Figure 1. Nets reached from selected ports (run 1).
Drawn at 3 px/µm.
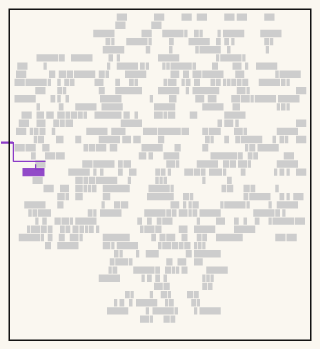
Figure 2. Selected gate families (run 1).
Drawn at 4 px/µm.
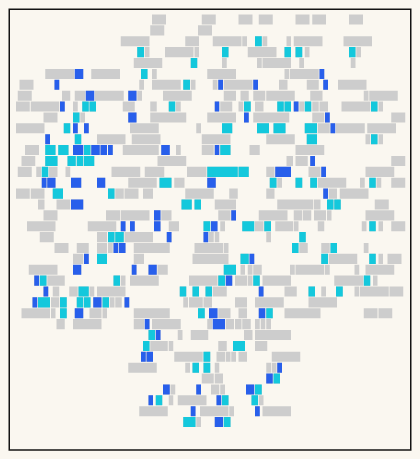
Figure 3. Placement density heat map (run 1).
Drawn at 2 px/µm. The die is cut into 10 by 11 equal tiles; dark purple is low, yellow is high, 0 to 100% covered.
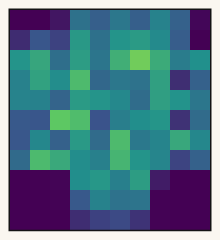
Figure 4. Sequential cells colored by netlist name (run 1).
Drawn at 3 px/µm.
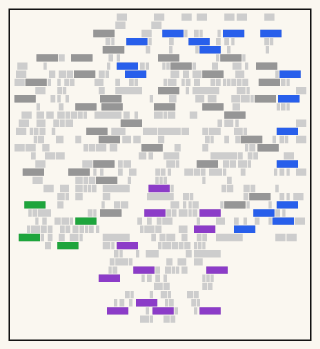
==> src/rtl/cdc_defs.vh <==
// Shared definitions for the converter scan controller: state encodings and
// default timing values.
`ifndef CDC_DEFS_VH
`define CDC_DEFS_VH

`define CDC_ST_IDLE         3'd0
`define CDC_ST_SETTLE       3'd1
`define CDC_ST_CONV_RST     3'd2
`define CDC_ST_MEASURE      3'd3
`define CDC_ST_OUTPUT       3'd4

`define CDC_TIMEOUT_CYC_DEF 4095
`define CDC_SETTLE_CYC_DEF  8

`endif

==> src/rtl/cdc_conv_sequencer_pkg.sv <==
// Types shared by the converter scan controller.
`include "cdc_defs.vh"

package cdc_conv_sequencer_pkg;

  typedef enum logic [2:0] {
    ST_IDLE     = `CDC_ST_IDLE,
    ST_SETTLE   = `CDC_ST_SETTLE,
    ST_CONV_RST = `CDC_ST_CONV_RST,
    ST_MEASURE  = `CDC_ST_MEASURE,
    ST_OUTPUT   = `CDC_ST_OUTPUT
  } state_t;

endpackage

==> src/rtl/cdc_sync2.sv <==
// Two-flop synchronizer for a single asynchronous converter signal.
module cdc_sync2 (
  input  logic clk,
  input  logic rst,
  input  logic d,
  output logic q
);

  logic meta;

  always_ff @(posedge clk) begin
    if (rst) begin
      meta <= 1'b0;
      q    <= 1'b0;
    end else begin
      meta <= d;
      q    <= meta;
    end
  end

endmodule

==> src/rtl/cdc_conv_sequencer.sv <==
// Scan controller for the capacitance-to-digital converter core.
// Optional per-channel averaging is enabled with the CDC_AVERAGE_EN macro.
`include "cdc_defs.vh"

module cdc_conv_sequencer
  import cdc_conv_sequencer_pkg::*;
#(
  parameter int unsigned NUM_CH      = 4,
  parameter int unsigned CH_W        = 2,
  parameter int unsigned CNT_W       = 16,
  parameter int unsigned SETTLE_CYC  = `CDC_SETTLE_CYC_DEF,
  parameter int unsigned RST_CYC     = 4,
  parameter int unsigned TIMEOUT_CYC = `CDC_TIMEOUT_CYC_DEF
`ifdef CDC_AVERAGE_EN
  , parameter int unsigned AVG_LOG2  = 2
`endif
) (
  input  logic              CLK,
  input  logic              Reset,
  input  logic              Start,
  input  logic [NUM_CH-1:0] Ch_Enable,
  input  logic              Next_Edge,
  input  logic              Conv_Finish,
  output logic              Conv_Reset,
  output logic [CH_W-1:0]   Ch_Sel,
  output logic              Busy,
  output logic              Res_Valid,
  input  logic              Res_Ready,
  output logic [CNT_W-1:0]  Res_Data,
  output logic [CH_W-1:0]   Res_Ch,
  output logic              Res_Timeout
);

  localparam int unsigned TMR_MAX = (SETTLE_CYC > RST_CYC) ? SETTLE_CYC : RST_CYC;
  localparam int unsigned TMR_W   = $clog2(TMR_MAX + 1);
  localparam int unsigned TO_W    = $clog2(TIMEOUT_CYC + 1);
`ifdef CDC_AVERAGE_EN
  localparam int unsigned ACC_W   = CNT_W + AVG_LOG2;
`endif

  state_t             state_q, state_d;
  logic [TMR_W-1:0]   tmr_q, tmr_d;
  logic [TO_W-1:0]    cyc_q, cyc_d;
  logic [CNT_W-1:0]   edge_cnt_q, edge_cnt_d;
  logic [NUM_CH-1:0]  mask_q, mask_d;
  logic [CH_W-1:0]    ch_sel_q, ch_sel_d;
  logic [CNT_W-1:0]   res_data_q, res_data_d;
  logic [CH_W-1:0]    res_ch_q, res_ch_d;
  logic               res_to_q, res_to_d;
  logic               conv_reset_q, busy_q, res_valid_q;
  logic               edge_s, fin_s, edge_q, edge_rise;
  logic               timeout;
  logic               first_found, nxt_found;
  logic [CH_W-1:0]    first_ch, nxt_ch;
`ifdef CDC_AVERAGE_EN
  logic [ACC_W-1:0]    acc_q, acc_d, acc_sum;
  logic [AVG_LOG2-1:0] rep_q, rep_d;
`endif

  cdc_sync2 u_sync_edge (.clk(CLK), .rst(Reset), .d(Next_Edge),   .q(edge_s));
  cdc_sync2 u_sync_fin  (.clk(CLK), .rst(Reset), .d(Conv_Finish), .q(fin_s));

  assign edge_rise = edge_s & ~edge_q;

  // Lowest enabled channel of the incoming mask, and next higher one in the latched mask.
  always_comb begin
    first_found = 1'b0;
    first_ch    = '0;
    nxt_found   = 1'b0;
    nxt_ch      = '0;
    for (int i = NUM_CH - 1; i >= 0; i--) begin
      if (Ch_Enable[i]) begin
        first_found = 1'b1;
        first_ch    = CH_W'(i);
      end
      if (mask_q[i] && (i > int'(ch_sel_q))) begin
        nxt_found = 1'b1;
        nxt_ch    = CH_W'(i);
      end
    end
  end

  always_comb begin
    state_d    = state_q;
    tmr_d      = tmr_q;
    cyc_d      = cyc_q;
    edge_cnt_d = edge_cnt_q;
    mask_d     = mask_q;
    ch_sel_d   = ch_sel_q;
    res_data_d = res_data_q;
    res_ch_d   = res_ch_q;
    res_to_d   = res_to_q;
    timeout    = 1'b0;
`ifdef CDC_AVERAGE_EN
    acc_d      = acc_q;
    rep_d      = rep_q;
    acc_sum    = acc_q + ACC_W'(edge_cnt_q);
`endif
    case (state_q)
      ST_IDLE: begin
        if (Start && first_found) begin
          mask_d   = Ch_Enable;
          ch_sel_d = first_ch;
          tmr_d    = '0;
          state_d  = ST_SETTLE;
`ifdef CDC_AVERAGE_EN
          acc_d    = '0;
          rep_d    = '0;
`endif
        end
      end
      ST_SETTLE: begin
        if (tmr_q == TMR_W'(SETTLE_CYC - 1)) begin
          tmr_d   = '0;
          state_d = ST_CONV_RST;
        end else begin
          tmr_d = tmr_q + TMR_W'(1);
        end
      end
      ST_CONV_RST: begin
        edge_cnt_d = '0;
        cyc_d      = '0;
        if (tmr_q == TMR_W'(RST_CYC - 1)) begin
          tmr_d   = '0;
          state_d = ST_MEASURE;
        end else begin
          tmr_d = tmr_q + TMR_W'(1);
        end
      end
      ST_MEASURE: begin
        cyc_d   = cyc_q + TO_W'(1);
        timeout = (cyc_d == TO_W'(TIMEOUT_CYC));
        // An edge in the exit cycle is deliberately not counted.
        if (fin_s || timeout) begin
`ifdef CDC_AVERAGE_EN
          if (!fin_s || (rep_q == '1)) begin
            res_data_d = CNT_W'(acc_sum >> AVG_LOG2);
            res_ch_d   = ch_sel_q;
            res_to_d   = ~fin_s;
            state_d    = ST_OUTPUT;
          end else begin
            acc_d   = acc_sum;
            rep_d   = rep_q + AVG_LOG2'(1);
            tmr_d   = '0;
            state_d = ST_CONV_RST;
          end
`else
          res_data_d = edge_cnt_q;
          res_ch_d   = ch_sel_q;
          res_to_d   = ~fin_s;
          state_d    = ST_OUTPUT;
`endif
        end else if (edge_rise && (edge_cnt_q != '1)) begin
          edge_cnt_d = edge_cnt_q + CNT_W'(1);
        end
      end
      ST_OUTPUT: begin
        if (Res_Ready) begin
          if (nxt_found) begin
            ch_sel_d = nxt_ch;
            tmr_d    = '0;
            state_d  = ST_SETTLE;
`ifdef CDC_AVERAGE_EN
            acc_d    = '0;
            rep_d    = '0;
`endif
          end else begin
            state_d = ST_IDLE;
          end
        end
      end
      default: state_d = ST_IDLE;
    endcase
  end

  always_ff @(posedge CLK) begin
    if (Reset) begin
      state_q      <= ST_IDLE;
      tmr_q        <= '0;
      cyc_q        <= '0;
      edge_cnt_q   <= '0;
      mask_q       <= '0;
      ch_sel_q     <= '0;
      res_data_q   <= '0;
      res_ch_q     <= '0;
      res_to_q     <= 1'b0;
      conv_reset_q <= 1'b1;
      busy_q       <= 1'b0;
      res_valid_q  <= 1'b0;
      edge_q       <= 1'b0;
`ifdef CDC_AVERAGE_EN
      acc_q        <= '0;
      rep_q        <= '0;
`endif
    end else begin
      state_q      <= state_d;
      tmr_q        <= tmr_d;
      cyc_q        <= cyc_d;
      edge_cnt_q   <= edge_cnt_d;
      mask_q       <= mask_d;
      ch_sel_q     <= ch_sel_d;
      res_data_q   <= res_data_d;
      res_ch_q     <= res_ch_d;
      res_to_q     <= res_to_d;
      conv_reset_q <= (state_d != ST_MEASURE);
      busy_q       <= (state_d != ST_IDLE);
      res_valid_q  <= (state_d == ST_OUTPUT);
      edge_q       <= edge_s;
`ifdef CDC_AVERAGE_EN
      acc_q        <= acc_d;
      rep_q        <= rep_d;
`endif
    end
  end

  assign Conv_Reset  = conv_reset_q;
  assign Ch_Sel      = ch_sel_q;
  assign Busy        = busy_q;
  assign Res_Valid   = res_valid_q;
  assign Res_Data    = res_data_q;
  assign Res_Ch      = res_ch_q;
  assign Res_Timeout = res_to_q;

endmodule

==> config.mk <==
export PLATFORM = sky130hd
export DESIGN_NAME = cdc_conv_sequencer
export DESIGN_NICKNAME = d
export VERILOG_FILES = /design/src/rtl/cdc_conv_sequencer_pkg.sv /design/src/rtl/cdc_sync2.sv /design/src/rtl/cdc_conv_sequencer.sv
export VERILOG_INCLUDE_DIRS = /design/src /design/src/rtl
export SDC_FILE = /design/constraint.sdc
export NUM_CORES = 1
export LEC_CHECK = 0
export CORE_ASPECT_RATIO = 1.1
export CORE_UTILIZATION = 30
export CTS_CLUSTER_SIZE = 12
export DETAILED_ROUTE_END_ITERATION = 8
export HOLD_SLACK_MARGIN = 0.02
export PLACE_DENSITY = 0.47
export SYNTH_ARGS = -nofsm -noshare
export SYNTH_HDL_FRONTEND = slang
export SYNTH_SLANG_ARGS = --single-unit
==> constraint.sdc <==
create_clock -name CLK -period 3.2 [get_ports CLK]
set_input_delay 0.64 -clock CLK [delete_from_list [all_inputs] [get_ports CLK]]
set_output_delay 0.64 -clock CLK [all_outputs]
set_load 0.03 [all_outputs]
==> results.cfg, run 1 <==
; physical design summary
[finish]
nFillCells = 1110
fraction_of_final_layout_cells_sized_beyond_drive_strength_1_pct = 8.01
area.share.sequential_pct = 34.3
number_of_inverters_outside_the_clock_class_in_the_layout = 10
largest_cell_class_by_area = logic gates
finish.instance_area_um2 = 3910
ff_latch_area_um2 = 1340
nMultiInputCombCells = 304

[placement]
gp_congestion = 0.800
buffer_ports.inserted = 33
postPlaceCellArea_um2 = 3630

[power_and_ir_drop]
p_int_mw = 1.41
powerDensity_nw_per_um2 = 478
dominant_power_group = clock
pwr.group.sequential_uw = 857
leakage_nw = 1.30
p_sw_uw = 460

[final_timing]
clock_skew_ns = 0.0110
layout_setup_ws_ns = 0.548
post-route-period-util_pct = 82.9
fmax_mhz = 377
setup_viol_count_final = 0
worst_slew_pin_slew_ns = 0.660
timing_hold_violations_final = 0

[status]
run_status = complete, no violations

[critical_path]
reg2reg_from = cyc_q[1]
timing.critical_path.cells = clkdlybuf4s50_1 > o41ai_1 > inv_1 > a31oi_1 > nor2b_1 > a21oi_1 > a211oi_1
cp_num_buf_inv = 2
worstSetupPathType = in -> reg
critPathLaunchType = primary input
worst_setup_path_endpoint = tmr_q[2]
worst-path-stages = 7
worst_r2r_endpoint = Res_Data[1]
timing.critical_path.slowest_cell_delay_ns = 0.67

[detailed_routing]
met2_wire_len_mm = 3.51
drt-wirelength-per-cell_um = 13.0
route.detailed.drc = 0
route.vias.total = 2819
drt-total-wl_mm = 7.56
met3WireLength_um = 200

[global_route]
met3_usage_pct = 3.37
busiest_layer = met2
groute.usage.overall_pct = 14.8

[job]
maxCapViolCount = 0

[logic_synthesis]
ffs_w_async_s_r_synth_pct = 0
top_area_share_pct = 42.3
synth.yosys.num_cells = 400
synth_seq_share_pct = 42.3
ys_seq_elements = 67
netlist_instances = 400
post_synth_mux_area_share_pct = 0
top_logic_kind = simple AND/OR/NAND/NOR gates
yosys_warnings = 0
post_synth_and_or_nand_nor_area_fraction_pct = 28.1
synthAdderAreaFrac_pct = 1.58
synth.cell_area_um2 = 3170
synth.cellmix.xorXnorShare_pct = 3.87

[floorplan]
floorplanUtilization_pct = 30.6
fp.dieArea_um2 = 11000
io_pins = 34

[clocking]
post-cts-setup-buffers = 0
cts_htree_levels = 3

[min_path]
min_delay_worst_endpoint = u_sync_edge.q
min-delay-start = u_sync_edge.meta
About Figure 1:
Purple is `Res_Valid`, bits 1, direction output, edge left, end cells 1, buffers 1, wire 22.0 µm.

About Figure 2:
Cyan is aoi and oai cells, cells 94. Blue is nor cells, cells 74.

About Figure 3:
The mean over all tiles is 34%. The emptiest ninth of the die: lower right. 0.90% of the tiles are over 75% full.

About Figure 4:
Blue is `Res_Data`, flops 16. Green is `tmr_q`, flops 4. Purple is `cyc_q`, flops 12, where bottom center.

Figure 5. Clock routing (run 1).
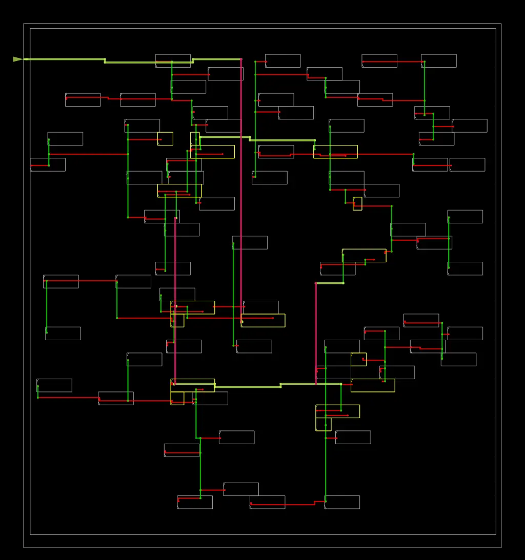

==> run 2: changes to the inputs <==
==> constraint.sdc (replaced) <==
create_clock -name CLK -period 2.75 [get_ports CLK]
set_input_delay 0.55 -clock CLK [delete_from_list [all_inputs] [get_ports CLK]]
set_output_delay 0.55 -clock CLK [all_outputs]
set_load 0.03 [all_outputs]
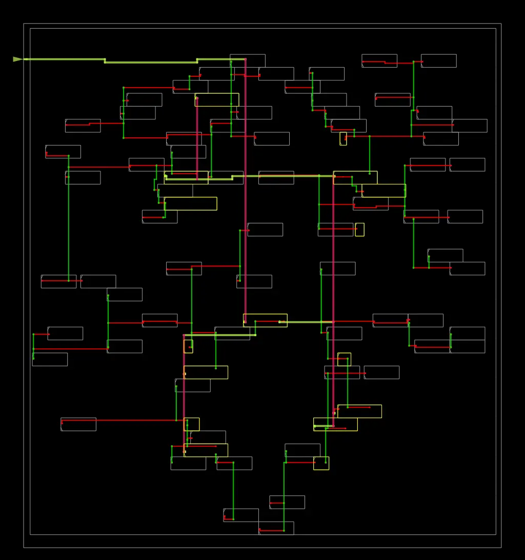
Figure 6: run 2, clock routing.
clock network latency to the later pin of the worst-skew pair: 0.33 ns
number of sinks driven by the clock tree: 67
Clock net power: 1.14 mW
Fin Clk Skew: 0.00560 ns
FF+latch count: 67

==> results.cfg, run 2 <==
; physical design summary
[status]
run_status = complete, no violations

[clocking]
post-cts-setup-buffers = 0
clockRootBuffer = sky130_fd_sc_hd__clkbuf_16

[logic_synthesis]
ffs_w_async_s_r_synth_pct = 0
synth_seq_share_pct = 42.3
ys_seq_elements = 67
flop_cell = sky130_fd_sc_hd__dfxtp_1
top_area_share_pct = 42.3
post_synth_and_or_nand_nor_area_fraction_pct = 28.1
top_logic_kind = simple AND/OR/NAND/NOR gates
netlist_instances = 400
synth.cellmix.xorXnorShare_pct = 3.87

[critical_path]
worst_r2r_endpoint = Res_Data[2]
worst_setup_path_endpoint = Res_Data[2]
worst-path-stages = 10
timing.critical_path.slowest_cell_delay_ns = 0.44
worstSetupPathType = reg -> reg
timing.critical_path.cells = ha_1 > a21oi_1 > o211a_1 > o311ai_1 > nor2_1 > buf_4 > o21ai_2 > buf_4 > nand2_1 > a21oi_1
cp_num_buf_inv = 2
critPathLaunchType = register

[final_timing]
worst_slew_pin_slew_ns = 0.645
post-route-period-util_pct = 89.7
setup_viol_count_final = 0
timing_hold_violations_final = 0

[job]
maxCapViolCount = 0

[placement]
postPlaceCellArea_um2 = 3670
buffer_ports.inserted = 33
gp_congestion = 0.767
hpwlAfterDp_mm = 5.21

[floorplan]
fp.dieArea_um2 = 11000
floorplanUtilization_pct = 30.6
io_pins = 34

[finish]
number_of_inverters_outside_the_clock_class_in_the_layout = 10
final_common_cell = sky130_fd_sc_hd__nand2_1
nMultiInputCombCells = 304
ff_latch_area_um2 = 1340
fraction_of_final_layout_cells_sized_beyond_drive_strength_1_pct = 8.62
nFillCells = 1106
largest_cell_class_by_area = logic gates
finish.instance_area_um2 = 3970
area.share.sequential_pct = 33.8

[min_path]
min_delay_worst_endpoint = u_sync_edge.q

[power_and_ir_drop]
p_sw_uw = 515
leakage_nw = 1.33
dominant_power_group = clock
p_int_mw = 1.73

[detailed_routing]
route.vias.total = 2829
route.detailed.drc = 0
met2_wire_len_mm = 3.54
drt-wirelength-per-cell_um = 12.9
met3WireLength_um = 248

[global_route]
met3_usage_pct = 3.94
Figure 7. Sequential cells colored by netlist name (run 2).
Drawn at 3 px/µm.
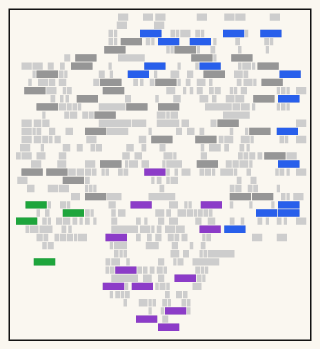

==> run 3: changes to the inputs <==
--- a/config.mk
+++ b/config.mk
@@ -7,11 +7,12 @@
 export NUM_CORES = 1
 export LEC_CHECK = 0
 export CORE_ASPECT_RATIO = 1.1
-export CORE_UTILIZATION = 30
+export CORE_UTILIZATION = 38
 export CTS_CLUSTER_SIZE = 12
 export DETAILED_ROUTE_END_ITERATION = 8
 export HOLD_SLACK_MARGIN = 0.02
-export PLACE_DENSITY = 0.47
+export PLACE_DENSITY = 0.56
+export SETUP_SLACK_MARGIN = 0.4
 export SYNTH_ARGS = -nofsm -noshare
 export SYNTH_HDL_FRONTEND = slang
 export SYNTH_SLANG_ARGS = --single-unit
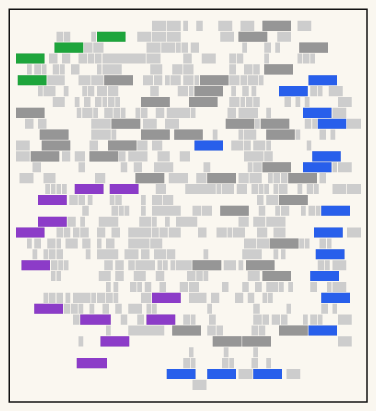
Figure 8: run 3, sequential cells colored by netlist name.
Drawn at 4 px/µm.
Green is `tmr_q`, flops 4, where upper left. Blue is `Res_Data`, flops 16. Purple is `cyc_q`, flops 12.
Another 35 sequential cells are not colored.

==> results.cfg, run 3 <==
; physical design summary
[critical_path]
worstSetupPathType = in -> reg
reg2reg_from = edge_cnt_q[0]
timing.critical_path.cells = clkdlybuf4s50_1 > o41ai_2 > inv_1 > a31oi_1 > nor2b_2 > a21oi_1 > a211oi_1
critPathLaunchType = primary input
timing.critical_path.slowest_cell_delay_ns = 0.51
worst-path-stages = 7
worst_r2r_endpoint = edge_cnt_q[8]
cp_num_buf_inv = 2
worst_setup_path_endpoint = tmr_q[2]

[logic_synthesis]
ys_types = 55
ffs_w_async_s_r_synth_pct = 0
post_synth_mux_area_share_pct = 0
top_area_share_pct = 42.3
synth.yosys.num_cells = 400
ys_seq_elements = 67
synth.cellmix.xorXnorShare_pct = 3.87
synth.cell_area_um2 = 3170
synthAoiAreaFrac_pct = 19.9
post_synth_and_or_nand_nor_area_fraction_pct = 28.1
netlist_instances = 400
top_logic_kind = simple AND/OR/NAND/NOR gates
synthAdderAreaFrac_pct = 1.58
yosys_warnings = 0
synth_seq_share_pct = 42.3
flop_cell = sky130_fd_sc_hd__dfxtp_1

[final_timing]
worst_slew_pin_slew_ns = 0.711
setup_viol_count_final = 0
clock_skew_ns = 0.00895
fmax_mhz = 456
grt_setup_unrepaired = true
post-route-period-util_pct = 79.7
timing_hold_violations_final = 0
layout_setup_ws_ns = 0.558
setup-tns-final_ns = 0

[clocking]
cts_sinks = 67
post-cts-setup-buffers = 0
cts_htree_levels = 3
clockRootBuffer = sky130_fd_sc_hd__clkbuf_8
worst_skew_pair.late_latency_ns = 0.34

[finish]
finish.instance_area_um2 = 3890
number_of_inverters_outside_the_clock_class_in_the_layout = 10
flops = 67
largest_cell_class_by_area = logic gates
nFillCells = 821
comb_area_share_pct = 44.7
ff_latch_area_um2 = 1340
nMultiInputCombCells = 304
buffers = 46
area.share.sequential_pct = 34.5
final_common_cell = sky130_fd_sc_hd__nand2_1
fraction_of_final_layout_cells_sized_beyond_drive_strength_1_pct = 11.1

[power_and_ir_drop]
p_sw_uw = 472
dominant_power_group = registers
power.combinational.total_uw = 111
switching_share_pct = 24.2
leakage_nw = 1.29
clockNetworkPower_uw = 837
p_int_mw = 1.47
powerDensity_nw_per_um2 = 500
pwr.group.sequential_uw = 998

[placement]
hpwlAfterDp_mm = 4.88
buffer_ports.inserted = 33
postPlaceCellArea_um2 = 3650

[global_route]
grt_start_max_net_pins = 22
grt_antenna_before_repair = 0
busiest_layer = met2
grt.met1_usage_pct = 24.6
met3_usage_pct = 3.30
groute.usage.overall_pct = 18.4

[min_path]
min-delay-start = u_sync_fin.meta
min_delay_worst_endpoint = u_sync_fin.q

[status]
run_status = complete, no violations

[floorplan]
floorplanUtilization_pct = 39.6
io_pins = 34
core-area_um2 = 8000
fp.dieArea_um2 = 8710

[detailed_routing]
route.vias.total = 2838
route.detailed.drc = 0
met2_wire_len_mm = 3.46
drt-total-wl_mm = 7.31
met3WireLength_um = 239
drt-wirelength-per-cell_um = 13.3

[job]
maxCapViolCount = 0
Power is estimated from default activity; no workload was simulated.
